Run 1, routing congestion:
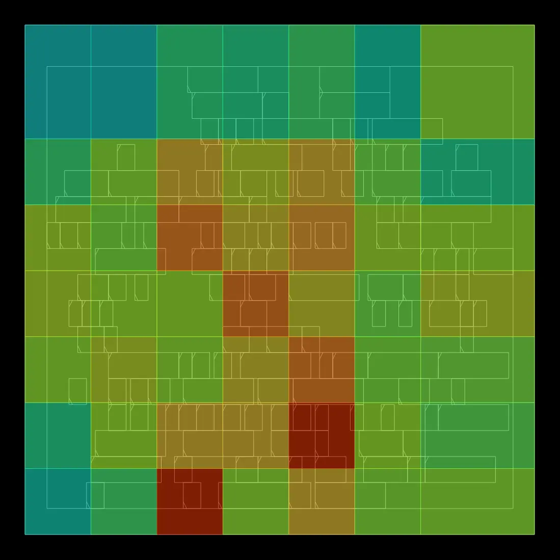
Run 1, gate-type map:
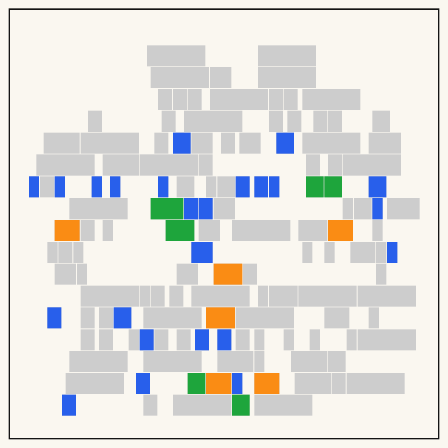
Run 1, placement density heat map:
11 x 11 tiles, from white (low) to dark blue (high), 0 to 100% covered.
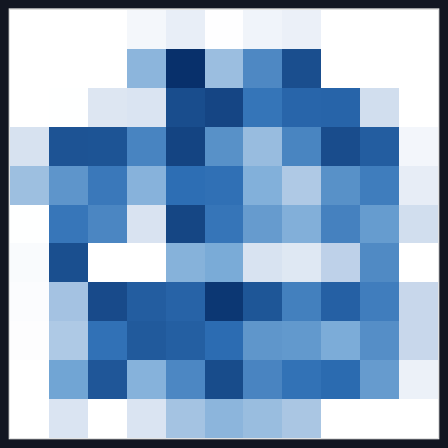
Run 1, metal layers overlaid:
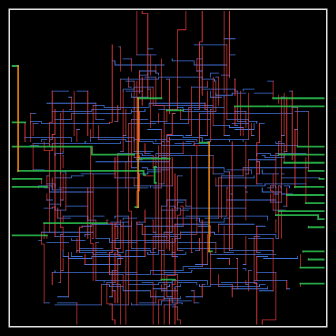
File: src/rtl/fun_pkg.sv
// fun_pkg: shared widths, reset table, sweep states and truth-table lookup
package fun_pkg;
  localparam int TT_W = 8;
  localparam int IDX_W = 3;
  localparam logic [TT_W-1:0] TT_DEFAULT = 8'hE2;
  typedef enum logic [1:0] {IDLE, RUN, DONE} sweep_state_e;
  function automatic logic tt_eval(input logic [TT_W-1:0] tt, input logic [IDX_W-1:0] idx);
    return tt[idx];
  endfunction
endpackage

File: src/rtl/fun_unit_if.sv
// fun_unit_if: function inputs/outputs, table write and sweep control bundle
interface fun_unit_if;
  import fun_pkg::*;
  logic a, b, c, f;
  logic in_valid, f_q, f_valid;
  logic tt_we;
  logic [TT_W-1:0] tt_wdata, tt;
  logic [3:0] ones_count;
  logic sweep_start, sweep_busy, sweep_done;
  logic [TT_W-1:0] sweep_tt;
  modport master (
    output a, b, c, in_valid, tt_we, tt_wdata, sweep_start,
    input f, f_q, f_valid, tt, ones_count, sweep_busy, sweep_done, sweep_tt
  );
  modport slave (
    input a, b, c, in_valid, tt_we, tt_wdata, sweep_start,
    output f, f_q, f_valid, tt, ones_count, sweep_busy, sweep_done, sweep_tt
  );
endinterface

File: src/rtl/fun_sweep.sv
// fun_sweep: walks all eight minterms of the live table, capturing one bit per cycle
module fun_sweep
  import fun_pkg::*;
(
  input  logic            clk,
  input  logic            rst,
  input  logic            i_start,
  input  logic [TT_W-1:0] i_tt,
  output logic            o_busy,
  output logic            o_done,
  output logic [TT_W-1:0] o_sweep_tt
);
  sweep_state_e     r_state;
  logic [IDX_W-1:0] r_idx;
  logic [TT_W-1:0]  r_sweep_tt;
  always_ff @(posedge clk) begin
    if (rst) begin
      r_state    <= IDLE;
      r_idx      <= '0;
      r_sweep_tt <= '0;
    end else if (r_state == IDLE && i_start) begin
      r_state    <= RUN;
      r_idx      <= '0;
      r_sweep_tt <= '0;
    end else if (r_state == RUN) begin
      r_sweep_tt[r_idx] <= tt_eval(i_tt, r_idx);
      r_idx             <= r_idx + 3'd1;
      if (r_idx == 3'd7) r_state <= DONE;
    end else if (r_state == DONE) begin
      r_state <= IDLE;
    end
  end
  assign o_busy     = (r_state == RUN);
  assign o_done     = (r_state == DONE);
  assign o_sweep_tt = r_sweep_tt;
endmodule

File: src/rtl/fun_unit.sv
// fun_unit: programmable three-input Boolean function with registered path and self-sweep
module fun_unit
  import fun_pkg::*;
#(
  parameter logic [TT_W-1:0] TT_RESET = TT_DEFAULT
) (
  input logic       clk,
  input logic       rst,
  fun_unit_if.slave bus
);
  logic [TT_W-1:0] r_tt;
  logic            r_f_q, r_f_valid;
  logic            w_busy, w_done;
  logic [TT_W-1:0] w_sweep_tt;
  logic [3:0]      w_ones;
  logic            w_f;
  assign w_f = tt_eval(r_tt, {bus.a, bus.b, bus.c});
  // f_q samples the pre-write table, so a same-edge write never leaks into it
  always_ff @(posedge clk) begin
    if (rst) begin
      r_tt      <= TT_RESET;
      r_f_q     <= 1'b0;
      r_f_valid <= 1'b0;
    end else begin
      if (bus.tt_we && !w_busy) r_tt <= bus.tt_wdata;
      if (bus.in_valid) r_f_q <= w_f;
      r_f_valid <= bus.in_valid;
    end
  end
  always_comb begin
    w_ones = '0;
    for (int i = 0; i < TT_W; i++) w_ones = w_ones + {3'b0, r_tt[i]};
  end
  fun_sweep u_sweep (
    .clk        (clk),
    .rst        (rst),
    .i_start    (bus.sweep_start),
    .i_tt       (r_tt),
    .o_busy     (w_busy),
    .o_done     (w_done),
    .o_sweep_tt (w_sweep_tt)
  );
  assign bus.f          = w_f;
  assign bus.f_q        = r_f_q;
  assign bus.f_valid    = r_f_valid;
  assign bus.tt         = r_tt;
  assign bus.ones_count = w_ones;
  assign bus.sweep_busy = w_busy;
  assign bus.sweep_done = w_done;
  assign bus.sweep_tt   = w_sweep_tt;
endmodule

File: src/flat_wrapper.sv
// flat-port wrapper written by rule: the top's interface ports become plain ports
module fun_unit_flat import fun_pkg::*;
#(
  parameter logic [TT_W-1:0] TT_RESET = TT_DEFAULT
)
  (clk, rst, bus_a, bus_b, bus_c, bus_in_valid, bus_tt_we, bus_tt_wdata, bus_sweep_start, bus_f, bus_f_q, bus_f_valid, bus_tt, bus_ones_count, bus_sweep_busy, bus_sweep_done, bus_sweep_tt);
  fun_unit_if bus_i ();
  input logic clk;
  input logic rst;
  input wire logic [$bits(bus_i.a)-1:0] bus_a;
  input wire logic [$bits(bus_i.b)-1:0] bus_b;
  input wire logic [$bits(bus_i.c)-1:0] bus_c;
  input wire logic [$bits(bus_i.in_valid)-1:0] bus_in_valid;
  input wire logic [$bits(bus_i.tt_we)-1:0] bus_tt_we;
  input wire logic [$bits(bus_i.tt_wdata)-1:0] bus_tt_wdata;
  input wire logic [$bits(bus_i.sweep_start)-1:0] bus_sweep_start;
  output wire logic [$bits(bus_i.f)-1:0] bus_f;
  output wire logic [$bits(bus_i.f_q)-1:0] bus_f_q;
  output wire logic [$bits(bus_i.f_valid)-1:0] bus_f_valid;
  output wire logic [$bits(bus_i.tt)-1:0] bus_tt;
  output wire logic [$bits(bus_i.ones_count)-1:0] bus_ones_count;
  output wire logic [$bits(bus_i.sweep_busy)-1:0] bus_sweep_busy;
  output wire logic [$bits(bus_i.sweep_done)-1:0] bus_sweep_done;
  output wire logic [$bits(bus_i.sweep_tt)-1:0] bus_sweep_tt;
  assign bus_i.a = bus_a;
  assign bus_i.b = bus_b;
  assign bus_i.c = bus_c;
  assign bus_i.in_valid = bus_in_valid;
  assign bus_i.tt_we = bus_tt_we;
  assign bus_i.tt_wdata = bus_tt_wdata;
  assign bus_i.sweep_start = bus_sweep_start;
  assign bus_f = bus_i.f;
  assign bus_f_q = bus_i.f_q;
  assign bus_f_valid = bus_i.f_valid;
  assign bus_tt = bus_i.tt;
  assign bus_ones_count = bus_i.ones_count;
  assign bus_sweep_busy = bus_i.sweep_busy;
  assign bus_sweep_done = bus_i.sweep_done;
  assign bus_sweep_tt = bus_i.sweep_tt;
  fun_unit #(.TT_RESET(TT_RESET)) u_core (.clk(clk), .rst(rst), .bus(bus_i));
endmodule
File: config.mk
export PLATFORM = sky130hd
export DESIGN_NAME = fun_unit_flat
export DESIGN_NICKNAME = d
export VERILOG_FILES = /design/src/rtl/fun_pkg.sv /design/src/rtl/fun_unit_if.sv /design/src/rtl/fun_sweep.sv /design/src/rtl/fun_unit.sv /design/src/flat_wrapper.sv
export SDC_FILE = /design/constraint.sdc
export NUM_CORES = 1
export LEC_CHECK = 0
export CORE_MARGIN = 2
export CORE_UTILIZATION = 49
export DETAILED_ROUTE_END_ITERATION = 8
export DONT_BUFFER_PORTS = 1
export PLACE_DENSITY = 0.67
export SYNTH_ARGS = -nofsm -noshare
export SYNTH_HDL_FRONTEND = slang
export SYNTH_SLANG_ARGS = --single-unit
File: constraint.sdc
create_clock -name clk -period 4.4 [get_ports clk]
set_input_delay 0.88 -clock clk [delete_from_list [all_inputs] [get_ports clk]]
set_output_delay 0.88 -clock clk [all_outputs]
set_load 0.005 [all_outputs]
==> summary.txt, run 1 <==
flow finished, numbers: slowest CP cell=fa_1, Avg Cell Area, Syn=8.57 sq um, bufs w/o clock=0, CTS resizes=0, WL final=2690 microns, Starting Density=a little over half, Post-DRT Antenna Nets=0, fin cells=roughly 170, DRC viols=0, Placed Cells=161, area share, top type=38.7%, post-route minimum period=3.97 ns, Synthesized registers=23, Core Rows=17, Top Ports=41, GR Util met2=34.8%, Tapcell Cnt=28, VDD IR max=~0.15 mV, Mapped Nets=164, Worst path most repeated cell=fa_1, clock slew at reported path FFs=roughly 0.13 ns, Fin Setup TNS=0 ns, Cell Pwr Density=about 320 nW/um^2, vias in the first global route=965, pin count of the biggest net entering global routing=16, CP Capture Point=bus_ones_count[2], cts bufs inserted=3, invs w/o clock=13, adder share=12.0%, WL met2=1320 microns, synth warn=0, RR Startpoint=u_core.u_sweep.r_state[1], most used logic cell in the final layout=dfxtp_1, Antenna diodes=0, status=finished, final reports clean, reg-to-reg endpoint=u_core.bus.tt[0], fraction of layout instances using a drive strength above 1=6.57%, yosys xor share=0.735%, Post-synth EDFFs=0, fin crit share=about 90%, metal1 wirelength=between 1000 and 1500 microns, hold_buf cts=0, Largest delay share family, worst path=adder cells, first-pass GRT wire length=~4200 microns, post-place setup slack=0.807 ns, Clock buf/inv share=2.24%, DR top layer=met4, Longest Clk Path Bufs=2, Final WS setup=0.434 ns, r2r setup slk=approximately 2.8 ns, Async S/R FF share, synth=0%, R2R depth=4, post-DP HPWL=2060 microns, Top Layout Cells=23 x dfxtp_1, 19 x a21oi_1, 13 x inv_1, main flop type=dfxtp_1, Fillers=roughly 230, Slew Limit Fails=0, Flops=23, CTS tree=done, max incr delay on CP=0.49 ns, htree depth=1, min-delay worst type=flip-flop to flip-flop, register area=460 sq um, fin util=54.6%, RePlAce Congestion=0.802, Levels on crit path=8, Num Clock Sinks=23, drt pass-1 iters=4, Comb/total area=between 50% and 60%, Critical Path Fanout Max=5, initial detailed-routing violation count=31, Cells after Synth=139
## Picture notes: 'routing congestion'
Total GRT Usage: 20.7%
met1 Use GR: 24.4%
wire per inst: 16.3 microns

## Picture notes: 'gate-type map'
- AND-OR and OR-AND gates: orange (cells 6)
- NAND gates: blue (cells 24)
- AND and OR gates: green (cells 6)

## Picture notes: 'placement density heat map'
- tiles over 75% full: 22%
- emptiest ninth of the die: top left
- fullest tile: 100%
- nearly empty tiles: 23%

## Picture notes: 'metal layers overlaid'
- met1: blue (wire length 1130 microns)
- met3: green (wire length 185 microns)
- met2: red (wire length 1320 microns)
- met4: orange (wire length 54.4 microns)

## run 1: metrics by stage
step	instance area (sq um)	hold slack, ns
floorplan	1190	0.442
global placement	1200	0.460
detailed placement	1200	0.487
CTS	1230	0.505
global route	1230	0.524
finish	1230	0.500
## run 1: flip-flops by register name (all words and copies together), names as in the netlist
name and cells:
u_core.bus.f_valid 1, u_core.u_sweep.r_state 2, u_core.bus.tt 8, u_core.bus.f_q 1, u_core.u_sweep.r_idx 3, u_core.u_sweep.o_sweep_tt 8
## run 1: Yosys cell counts, drive strengths merged, types with 2 or more instances
cell type / count
a211o: 2
a21oi: 19
a311o: 2
and3: 2
clkbuf: 5
dfxtp: 23
fa: 4
ha: 5
inv: 13
mux2: 2
mux2i: 2
nand2: 9
nand2b: 4
nand3: 10
nor2: 7
nor2b: 4
o21ai: 10
o31ai: 2
or3: 2
## run 1: worst min path at each step
stage / start / slack [ns] / end / depth (start not counted)
after global placement: u_core.bus.f_q / 0.46 / u_core.bus.f_q / 2
after CTS: u_core.bus.f_q / 0.50 / u_core.bus.f_q / 2
after floorplan: u_core.bus.f_q / 0.44 / u_core.bus.f_q / 2
final: u_core.bus.f_q / 0.50 / u_core.bus.f_q / 2
after global routing: u_core.bus.f_q / 0.52 / u_core.bus.f_q / 2
after detailed placement: u_core.bus.f_q / 0.49 / u_core.bus.f_q / 2
## run 1: report_power, final
| part | internal, mW | leakage [nW] | switching [mW] |
|---|---|---|---|
| Sequential | 0.216 | 0.188 | 0.0117 |
| Combinational | 0.0320 | 0.288 | 0.0399 |
| Clock | 0.0340 | 0.0177 | 0.0641 |
| Total | 0.282 | 0.493 | 0.116 |
## run 1: worst register-to-register path: stages, from the launching register on
cell and delay (ns):
dfxtp_1 0.45, nand2b_1 0.48, inv_1 0.28, o21ai_0 0.23, a21oi_1 0.09
==> inputs of run 2 (changes only) <==
--- a/config.mk
+++ b/config.mk
@@ -9,7 +9,6 @@
 export CORE_UTILIZATION = 49
 export DETAILED_ROUTE_END_ITERATION = 8
 export DONT_BUFFER_PORTS = 1
-export PLACE_DENSITY = 0.67
 export SYNTH_ARGS = -nofsm -noshare
 export SYNTH_HDL_FRONTEND = slang
 export SYNTH_SLANG_ARGS = --single-unit
==> constraint.sdc (replaced) <==
create_clock -name clk -period 5.11 [get_ports clk]
set_input_delay 1.022 -clock clk [delete_from_list [all_inputs] [get_ports clk]]
set_output_delay 1.022 -clock clk [all_outputs]
set_load 0.005 [all_outputs]
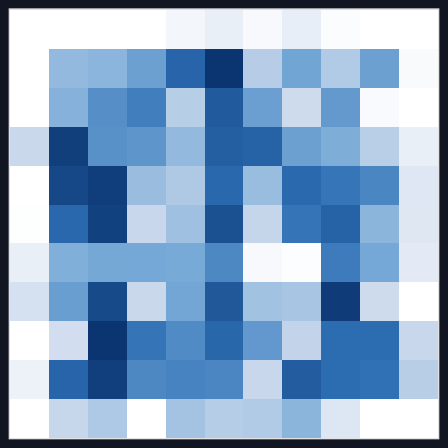
Run 2: placement density heat map
11 x 11 tiles, from white (low) to dark blue (high), 0 to 100% covered.
- tiles over 75% full: 21%
- nearly empty tiles: 16%
- mean over tiles: 42%

==> run 2 against run 1 <==
Largest power group unchanged. Flip-flop count is the same. Die area is the same. Hold slack gained 0.0032 ns. First-iteration DRC count grew 3.2%. Highest routed layer unchanged.
==> summary.txt, run 2 <==
flow finished, numbers: status=finished, final reports clean, CTS resizes=0 (unchanged), Longest Clk Path Bufs=2 (unchanged), initial detailed-routing violation count=32 (+3.2%), post-route minimum period=4.08 ns, Critical Path Fanout Max=5 (unchanged), Cells after Synth=139 (unchanged), CTS tree=done, clock slew at reported path FFs=0.14 ns (about the same), top-count cell post-synth=dfxtp_1, synth warn=0 (unchanged), Async S/R FF share, synth=0% (unchanged), Post-synth EDFFs=0 (unchanged), Final WS setup=1.03 ns (+0.598 ns), Starting Density=52.8% (unchanged), Int Pwr=0.243 mW (-14%), vias in the first global route=837 (-13%), Fin Setup TNS=0 ns (unchanged), R2R depth=4 (unchanged), Post-DRT Antenna Nets=0 (unchanged), drt pass-1 iters=4 (unchanged), htree depth=1 (unchanged), hold slack=0.504 ns (+0.00319 ns), WHS Path Cells=2 (unchanged), Core Rows=17 (unchanged), first-pass GRT wire length=4110 microns (-2.1%), adder share=12.0% (unchanged), Mapped Nets=164 (unchanged), min-delay worst type=flip-flop to flip-flop, Synthesized registers=23 (unchanged), Cell Pwr Density=281 nW/um^2 (-13%), Clock Power Share=25.3% (+0.6 points), main flop type=dfxtp_1, cts bufs inserted=3 (unchanged), Slew Limit Fails=0 (unchanged), Synth top cells by count=23 x dfxtp_1, 19 x a21oi_1, 13 x inv_1, combinational power share=17.9% (-0.2 points), yosys xor share=0.735% (unchanged), Antenna diodes=0 (unchanged), Top Ports=41 (unchanged), Top Layout Cells=23 x dfxtp_1, 19 x a21oi_1, 13 x inv_1
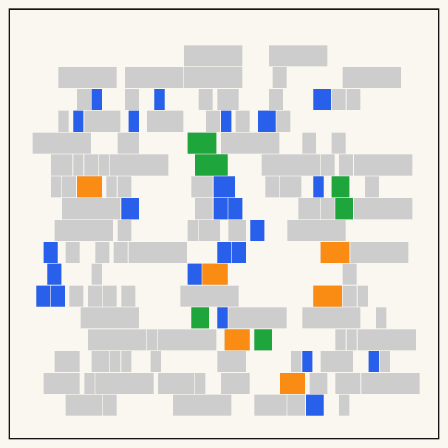
Run 2: gate-type map
- AND-OR and OR-AND gates: orange (cells 6)
- AND and OR gates: green (cells 6)
- NAND gates: blue (cells 24)

[run 2: cell counts in the layout (fill, tap and decap cells not counted)]
Identical to the previous run, type by type.
[run 2: path summary, 6_finish.rpt]
kind,slack [ns],from,end
worst min-delay path,0.50,u_core.bus.f_q,u_core.bus.f_q
worst max register to register,3.50,u_core.u_sweep.r_state[1],u_core.bus.tt[4]
worst max-delay path,1.03,u_core.bus.tt[0],bus_ones_count[2]
worst min register to register,0.50,u_core.bus.f_q,u_core.bus.f_q
[run 2: power by group through the flow]
stage / registers, mW / logic [mW] / clock network, mW
after CTS: 0.196 / 0.0626 / 0.0891
final: 0.196 / 0.0619 / 0.0874
after detailed placement: 0.200 / 0.0624 / 0
after global placement: 0.200 / 0.0602 / 0
after floorplan: 0.197 / 0.0541 / 0
after global routing: 0.197 / 0.0703 / 0.0992
[run 2: worst max-delay path, stage by stage, from the launching register on]
cell and delay (ns):
dfxtp_1 0.45, ha_1 0.26, inv_1 0.07, fa_1 0.42, fa_1 0.49, inv_1 0.05
fa_1 0.39, fa_1 0.40, xor2_1 0.21
[run 2: final cells by class]
type / count / area, sq um
Fill cell: 225 / 1020
Multi-Input combinational cell: 97 / 658
Sequential cell: 23 / 460
Inverter: 13 / 48.8
Tap cell: 28 / 35.0
Clock buffer: 3 / 22.5
Clock inverter: 1 / 5.00
[run 2: metal layers]
layer	vias up	track usage (%)	part of all wire (%)
met5	-	0	0
met4	0	6.41	1.0
met3	5	6.50	7.6
met2	35	29.2	45
met1	459	28.9	46
li1	482	-	-
[run 2: through the flow]
stage	area [sq um]	instances
after global placement	1200	161
after CTS	1230	165
after floorplan	1190	139
final	1230	165
after detailed placement	1200	161
after global routing	1230	165
==> inputs of run 3 (changes only) <==
==> constraint.sdc (replaced) <==
create_clock -name clk -period 4.1 [get_ports clk]
set_input_delay 0.82 -clock clk [delete_from_list [all_inputs] [get_ports clk]]
set_output_delay 0.82 -clock clk [all_outputs]
set_load 0.005 [all_outputs]
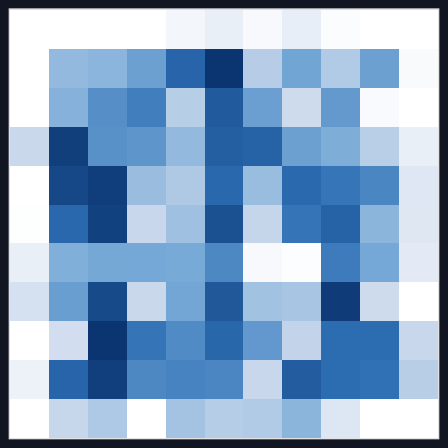
Run 3: placement density heat map
11 x 11 tiles, from white (low) to dark blue (high), 0 to 100% covered.
- mean over tiles: 42%
- emptiest ninth of the die: top right
- fullest tile: 98%
- tiles over 75% full: 21%
- nearly empty tiles: 16%

==> run 3 against run 2 <==
Clock skew unchanged. Die area unchanged. Via count unchanged. Synthesized cell count unchanged. Wire length unchanged. Synthesized area unchanged. Clock power up 25%. Critical path depth unchanged. Core utilization unchanged. Register-to-register slack worse by 1.0 ns. Final area unchanged. Clock-buffer cell count unchanged. Largest cell class unchanged.
==> summary.txt, run 3 <==
flow finished, numbers: status=finished, final reports clean, Starting Density=52.8% (unchanged), CTS tree=done, Placed Cells=161 (unchanged), clock slew at reported path FFs=0.14 ns (about the same), Top Layout Cells=23 x dfxtp_1, 19 x a21oi_1, 13 x inv_1, Worst path most repeated cell=fa_1, vias in the first global route=837 (unchanged), Core Rows=17 (unchanged), Antenna diodes=0 (unchanged), Cell Pwr Density=350 nW/um^2 (+25%), Slew Limit Fails=0 (unchanged), Fin Setup TNS=0 ns (unchanged), RePlAce Congestion=0.759, htree depth=1 (unchanged), design area=1230 sq um (unchanged), first-pass GRT wire length=4110 microns (unchanged), fraction of layout instances using a drive strength above 1=6.57%, Post-DRT Antenna Nets=0 (unchanged), cell breakdown of the critical path=ha_1 > inv_1 > fa_1 > fa_1 > inv_1 > fa_1 > fa_1 > xor2_1, slowest CP cell=fa_1, clk_skew=0.0147 ns, initial detailed-routing violation count=32 (unchanged), Final WS setup=0.224 ns (-0.808 ns), fin cells=165 (unchanged), setup repair bufs after CTS=0, LEAKAGE=a little under 0.5 nW, most used logic cell in the final layout=dfxtp_1, Avg Cell Area, Syn=about 8.6 sq um, hold slack=0.504 ns (unchanged), top-count cell post-synth=dfxtp_1, Post-synth EDFFs=0 (unchanged), min-delay worst type=flip-flop to flip-flop, fin crit share=between 90% and 100%, main flop type=dfxtp_1, Critical Path Fanout Max=5 (unchanged), max incr delay on CP=0.49 ns (about the same), post-route minimum period=3.88 ns, synth warn=0 (unchanged), DP Area=1200 sq um (unchanged), Synth top cells by count=23 x dfxtp_1, 19 x a21oi_1, 13 x inv_1, initial antenna violation count=0, drt pass-1 iters=4 (unchanged), CTS resizes=0 (unchanged), Top Ports=41 (unchanged), cts bufs inserted=3 (unchanged), Longest Clk Path Bufs=2 (unchanged), Root Buffer=clkbuf_4, Mapped Nets=164 (unchanged), Largest delay share family, worst path=adder cells, Cells after Synth=139 (unchanged), Synthesized registers=23 (unchanged), slew margin rel.=between 60 and 70%, Async S/R FF share, synth=0% (unchanged), number of buffers and inverters on the critical path=2 (unchanged), VDD IR max=0.224 mV
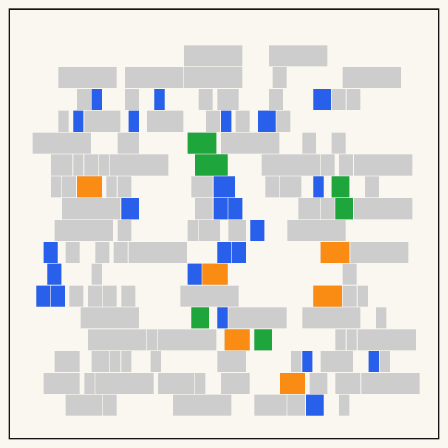
Run 3: gate-type map
- NAND gates: blue (cells 24)
- AND-OR and OR-AND gates: orange (cells 6)
- AND and OR gates: green (cells 6)

## run 3: cells by family (layout without fill, tap and decap cells)
family | Yosys count | in the layout | share of synthesized area, %
AND-OR/OR-AND | 40 | 40 | 20.0
XOR/XNOR | 1 | 1 | 0.735
adder cells (fa/ha/maj) | 9 | 9 | 12.0
buffers and inverters | 19 | 17 | 6.09
flip-flops | 23 | 23 | 38.7
multiplexers | 4 | 4 | 3.57
AND/OR/NAND/NOR | 43 | 43 | 19.0
## run 3: final timing paths
kind	startpoint	to	slack, ns	depth (start not counted)
hold reg to reg	u_core.bus.f_q	u_core.bus.f_q	0.50	2
setup / recovery	u_core.bus.tt[0]	bus_ones_count[2]	0.22	8
setup reg to reg	u_core.u_sweep.r_state[1]	u_core.bus.tt[4]	2.49	4
hold / removal	u_core.bus.f_q	u_core.bus.f_q	0.50	2
## run 3: routing by layer
metal / wire length, microns / vias up / GRT usage [%]
met1: 1220 / 459 / 28.9
met3: 202 / 5 / 6.50
li1: - / 482 / -
met2: 1190 / 35 / 29.2
met4: 27 / 0 / 6.41
met5: 0 / - / 0
## run 3: area by class of cell
type / count / area [sq um]
clock buffer: 3 / 22.5
fill: 225 / 1020
inverter: 13 / 48.8
multi-input combinational: 97 / 658
sequential: 23 / 460
tap: 28 / 35.0
clock inverter: 1 / 5.00
## run 3: report_power, final
| part | internal [mW] | switching (mW) |
|---|---|---|
| Sequential | 0.232 | 0.0118 |
| Combinational | 0.0344 | 0.0428 |
| Clock | 0.0365 | 0.0723 |
## run 3: worst min-delay path: cells and delay by family (launching register included)
| kind | cells | cell delay, ns |
|---|---|---|
| compound gates | 1 | 0.06 |
| flops | 1 | 0.35 |
| simple gates | 1 | 0.06 |
No activity file was given, so power comes from the tool's default toggle rates.
